<file path="src/rtl/change_dispenser.sv">
// Greedy coin payout: ejects ten-unit then one-unit coin pulses until the latched amount is paid.
// Optional hopper acknowledge with timeout fault is enabled by defining DISPENSE_ACK_EN.
module change_dispenser #(
  parameter int VAL_W       = 10,
  parameter int PULSE_W     = 4,
  parameter int GAP_W       = 4,
  parameter int ACK_TIMEOUT = 64
) (
  input  logic             clk,
  input  logic             reset,
  input  logic             start,
  input  logic [VAL_W-1:0] amount,
  input  logic             ten_empty,
`ifdef DISPENSE_ACK_EN
  input  logic             coin_ack,
  output logic             fault,
`endif
  output logic             coin_ten_out,
  output logic             coin_one_out,
  output logic             busy,
  output logic             done,
  output logic [VAL_W-1:0] remain
);

  localparam int MAX_PG  = (PULSE_W > GAP_W) ? PULSE_W : GAP_W;
  localparam int CNT_MAX = (MAX_PG > ACK_TIMEOUT) ? MAX_PG : ACK_TIMEOUT;
  localparam int CNT_W   = $clog2(CNT_MAX + 1);

  localparam logic [CNT_W-1:0] PULSE_LAST = CNT_W'(PULSE_W - 1);
  localparam logic [CNT_W-1:0] GAP_LAST   = CNT_W'(GAP_W - 1);
  localparam logic [VAL_W-1:0] TEN_VAL    = VAL_W'(10);
  localparam logic [VAL_W-1:0] ONE_VAL    = VAL_W'(1);

  localparam logic [2:0] S_IDLE     = 3'd0;
  localparam logic [2:0] S_SELECT   = 3'd1;
  localparam logic [2:0] S_PULSE    = 3'd2;
  localparam logic [2:0] S_GAP      = 3'd3;
  localparam logic [2:0] S_DONE     = 3'd4;
`ifdef DISPENSE_ACK_EN
  localparam logic [2:0] S_WAIT_ACK = 3'd5;
  localparam logic [2:0] S_FAULT    = 3'd6;
  localparam logic [CNT_W-1:0] ACK_LAST = CNT_W'(ACK_TIMEOUT - 1);
`endif

  logic [2:0]       state_q, state_d;
  logic [VAL_W-1:0] remain_q, remain_d;
  logic [CNT_W-1:0] cnt_q, cnt_d;
  logic             selTen_q, selTen_d;

  always_comb begin
    state_d  = state_q;
    remain_d = remain_q;
    cnt_d    = cnt_q;
    selTen_d = selTen_q;
    case (state_q)
      S_IDLE: begin
        if (start) begin
          remain_d = amount;
          selTen_d = 1'b0;
          cnt_d    = '0;
          state_d  = S_SELECT;
        end
      end
      S_SELECT: begin
        cnt_d = '0;
        // ten_empty only matters here, so a hopper change mid-coin waits for the next coin
        if (remain_q >= TEN_VAL && !ten_empty) begin
          selTen_d = 1'b1;
          state_d  = S_PULSE;
        end else if (remain_q != '0) begin
          selTen_d = 1'b0;
          state_d  = S_PULSE;
        end else begin
          state_d = S_DONE;
        end
      end
      S_PULSE: begin
        if (cnt_q == PULSE_LAST) begin
          cnt_d    = '0;
          remain_d = remain_q - (selTen_q ? TEN_VAL : ONE_VAL);
          state_d  = S_GAP;
        end else begin
          cnt_d = cnt_q + 1'b1;
        end
      end
      S_GAP: begin
        if (cnt_q == GAP_LAST) begin
          cnt_d = '0;
`ifdef DISPENSE_ACK_EN
          state_d = S_WAIT_ACK;
`else
          state_d = S_SELECT;
`endif
        end else begin
          cnt_d = cnt_q + 1'b1;
        end
      end
`ifdef DISPENSE_ACK_EN
      S_WAIT_ACK: begin
        if (coin_ack) begin
          cnt_d   = '0;
          state_d = S_SELECT;
        end else if (cnt_q == ACK_LAST) begin
          cnt_d   = '0;
          state_d = S_FAULT;
        end else begin
          cnt_d = cnt_q + 1'b1;
        end
      end
      S_FAULT: state_d = S_FAULT;
`endif
      S_DONE:  state_d = S_IDLE;
      default: state_d = S_IDLE;
    endcase
  end

  always_ff @(posedge clk or negedge reset) begin
    if (!reset) begin
      state_q  <= S_IDLE;
      remain_q <= '0;
      cnt_q    <= '0;
      selTen_q <= 1'b0;
    end else begin
      state_q  <= state_d;
      remain_q <= remain_d;
      cnt_q    <= cnt_d;
      selTen_q <= selTen_d;
    end
  end

  // Outputs decode straight from registered state so an async reset drops them at once
  assign coin_ten_out = (state_q == S_PULSE) &&  selTen_q;
  assign coin_one_out = (state_q == S_PULSE) && !selTen_q;
  assign busy         = (state_q != S_IDLE) && (state_q != S_DONE);
  assign done         = (state_q == S_DONE);
  assign remain       = remain_q;
`ifdef DISPENSE_ACK_EN
  assign fault        = (state_q == S_FAULT);
`endif

endmodule

</file>
<file path="config.mk">
export PLATFORM = sky130hd
export DESIGN_NAME = change_dispenser
export DESIGN_NICKNAME = d
export VERILOG_FILES = /design/src/rtl/change_dispenser.sv
export SDC_FILE = /design/constraint.sdc
export NUM_CORES = 1
export LEC_CHECK = 0
export ABC_AREA = 1
export CAP_MARGIN = 20
export CORE_ASPECT_RATIO = 1.2
export CORE_UTILIZATION = 45
export DETAILED_ROUTE_END_ITERATION = 12
export PLACE_DENSITY = 0.72
export RECOVER_POWER = 100
export SLEW_MARGIN = 20
export SYNTH_ARGS = -nofsm -noshare
export SYNTH_HDL_FRONTEND = slang
export SYNTH_SLANG_ARGS = --single-unit
</file>
<file path="constraint.sdc">
create_clock -name clk -period 2.2 [get_ports clk]
set_input_delay 0.55 -clock clk [delete_from_list [all_inputs] [get_ports clk]]
set_output_delay 0.55 -clock clk [all_outputs]
set_load 0.005 [all_outputs]
</file>
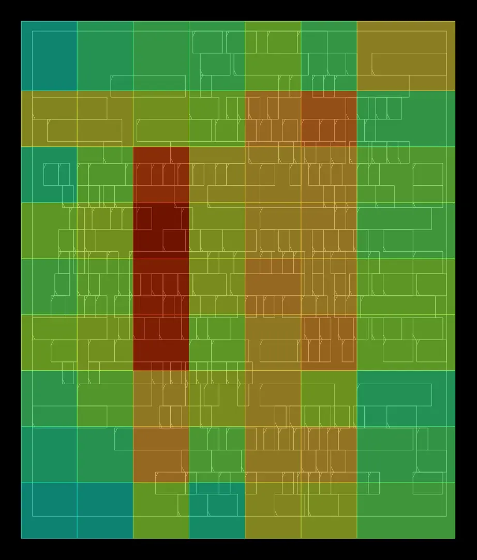
Run 1: routing congestion map
fin util: 57.49%
met2 Usage GRT: 36.56%

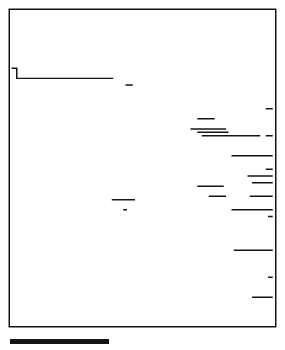
Run 1: the metal 3 layer
The bar under the picture is 20 um long.
The layer carries 110 um of wire. The wires run mostly horizontal. 20 nets have wire on it. The longest straight run is 19.3 um. The layer holds 3.6% of the routed length.
routed wire length: 3.078 mm
met3 GRT Util: 2.143%
via count: 1344

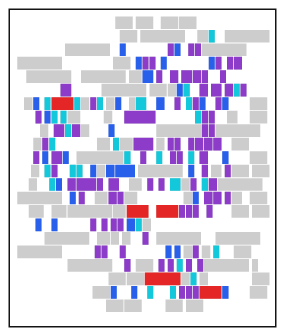
Run 1: selected gate families
Key: NOR gates = blue [cells 32]; adder and majority cells = red [cells 5]; inverters = cyan [cells 29]; NAND gates = purple [cells 83]

run 1: final cells by class:
type                       instances  area, um2  area share, %
multi-input combinational        148      733.2          41.74
sequential                        21      526.8          29.99
timing repair buffer              33      311.5          17.74
inverter                          29      113.9          6.481
tap                               36      45.04          2.564
clock buffer                       4      26.28          1.496
run 1: timing repair:
| item | in CTS | in global routing |
|---|---|---|
| resized | 1 | 0 |
| endpoints found under the hold margin | 0 | 0 |
| setup endpoints to repair | 2 | 2 |
| buffers inserted | 1 | 3 |
| pin swaps | 0 | 1 |
run 1: flip-flops by register name (all words and copies together) (netlist names):
name / flops
cnt_q: 7
remain: 10
selTen_q: 1
state_q: 3
run 1: layer usage:
metal	wire (um)	GRT usage [%]
met1	1330	25.53
met2	1588	36.56
met3	109	2.143
met4	49	7.895
met5	0	0
==> metrics.cfg, run 1 <==
[status]
status=completed

[final_timing]
finalCriticalPeriod_ns=2.111
worst_pin_slew_ns=1.177
hold_viol_final=0
period_used_pct=95.96
fmax_mhz=473.7

[grt]
gr-total-overflow=0
first_global_vias=1293
grt_pass1_wl_mm=5.340
antenna_found_initial=0

[setup_path]
setup.worst_path.end_class=primary output
critical_path.max_stage_delay_ns=0.57
r2r_end=remain[8]$_DFFE_PN0P_
crit_buf_inv=3
rr_worst_depth=11
rrSetupSlack_ns=0.33

[final_layout]
final_cell_mix=nand2_1, nor2_1, inv_1, dfrtp_1, nand3_1
drive_above_1_share_pct=8.085
stdcell_count=271

[synthesis]
synthTopCellsByCount=nand2_1, inv_1, nor2_1, dfrtp_1, nand3_1
edf_count=0
mux_area_share_pct=0
top_area_cell=dfrtp_1
adder_share_pct=4.895
netlist.area_leader.share_pct=36.71
yosysMostFrequentCell=nand2_1

[power]
p_leak_nw=0.8963
power.density_mw_per_mm2=1381
clkPwrFrac_pct=7.9
combPwrFrac_pct=61.8
p_seq_uw=736
p_seq_share_pct=30.3
peakVddDrop_uv=611.5

[clock_tree]
cts-hold-fix-buffers=0
clock.latency.late_pin_ns=0.31

[die]
die_w_um=53.49
die_h_um=63.78

[hold_path]
hold_end=cnt_q[5]$_DFFE_PN0P_

[place]
post-place-ws_ns=0.2970
dp.cells=263

[drt]
viasPerCell=4.959
dr.pass1.iters=4
routedWlPerCell_um=11.36

[flow_run]
cap_violations=0

Run 1, metal 2:
Cells faint in the background.
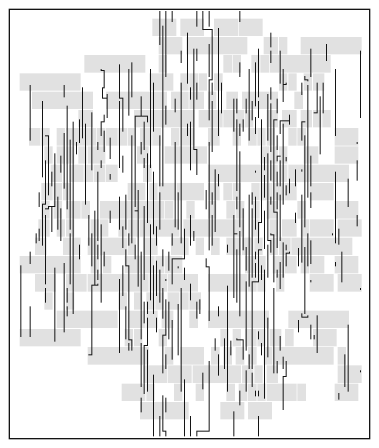

==> run 1 -> run 2 <==
ABC_AREA = unset   (was 1)
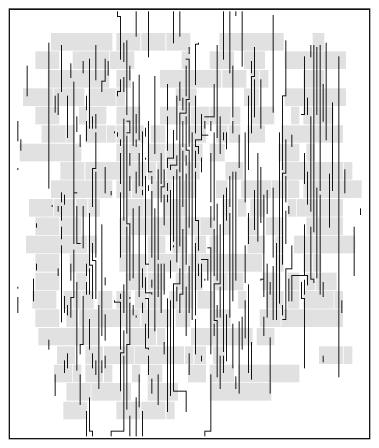
Run 2: metal 2
Cells faint in the background.
The layer holds 53% of the routed length. 182 nets have wire on it.

==> run 2 against run 1 <==
Wire length rose by 15%. Cell area rose by 1.6%. Sequential power down 2%. Power decreased by 5.4%. Synthesized area down 1.9%. Critical path depth grew 4. Critical endpoint is now remain[8]$_DFFE_PN0P_. Sequential cell count is the same. Largest cell class unchanged. Global-route usage rose by 2.2 points. Fmax hardly changed. Setup slack about the same.
==> metrics.cfg, run 2 <==
[final_layout]
drive_above_1_share_pct=13.61
comb_area_share_pct=45.13
largest_class=combinational gates
largest_reg_flops=10

[clock_tree]
postCtsSetupBuffers=1
cts_resized=5

[synthesis]
top_area_cell=dfrtp_1
synthTopCellsByCount=dfrtp_1, nor2_1, nand2_1, a21oi_1, inv_1
edf_count=0

[drt]
routed-via-count=1305
wl_met3_um=127

[place]
post-place-ws_ns=-0.006049

[status]
status=completed

[power]
peakVddDrop_uv=793.4
p_seq_share_pct=31.4
power.density_mw_per_mm2=1285

[setup_path]
crit_buf_inv=1
rr_worst_depth=8
rrSetupSlack_ns=0.09

[grt]
antenna_found_initial=0
grt_pass1_wl_mm=5.851

-- run 2: cell count changes after synthesis, moves of 4 or more --
cell,before,now
o21ai_1,9,4
inv_1,24,6
nand2_1,59,14
nand3_1,15,4
nand4_1,5,0
clkbuf_1,0,5
nand2b_1,0,4
-- run 2: worst register-to-register path, stage by stage, from the launching register on --
cell and delay, ns:
dfrtp_1 0.38, inv_1 0.10, ha_1 0.23, fa_1 0.40, nand2b_1 0.16, nand2_1 0.08, and4b_1 0.22, and4_1 0.21
nor4_2 0.23
-- run 2: cell families (layout without fill, tap and decap cells) --
logic type                 Yosys count  count (layout)  synth area share (%)
and+or+nand+nor                     67              67                 27.81
AOI/OAI and AO/OA                   43              43                 22.19
DFF                                 21              21                 37.43
buffers and inverters               14              50                 4.456
adders and majority gates            5               5                 4.991
xor gates and xnor gates             5               5                 3.120
Power figures rest on the tool's default switching activity, not on a simulated workload.
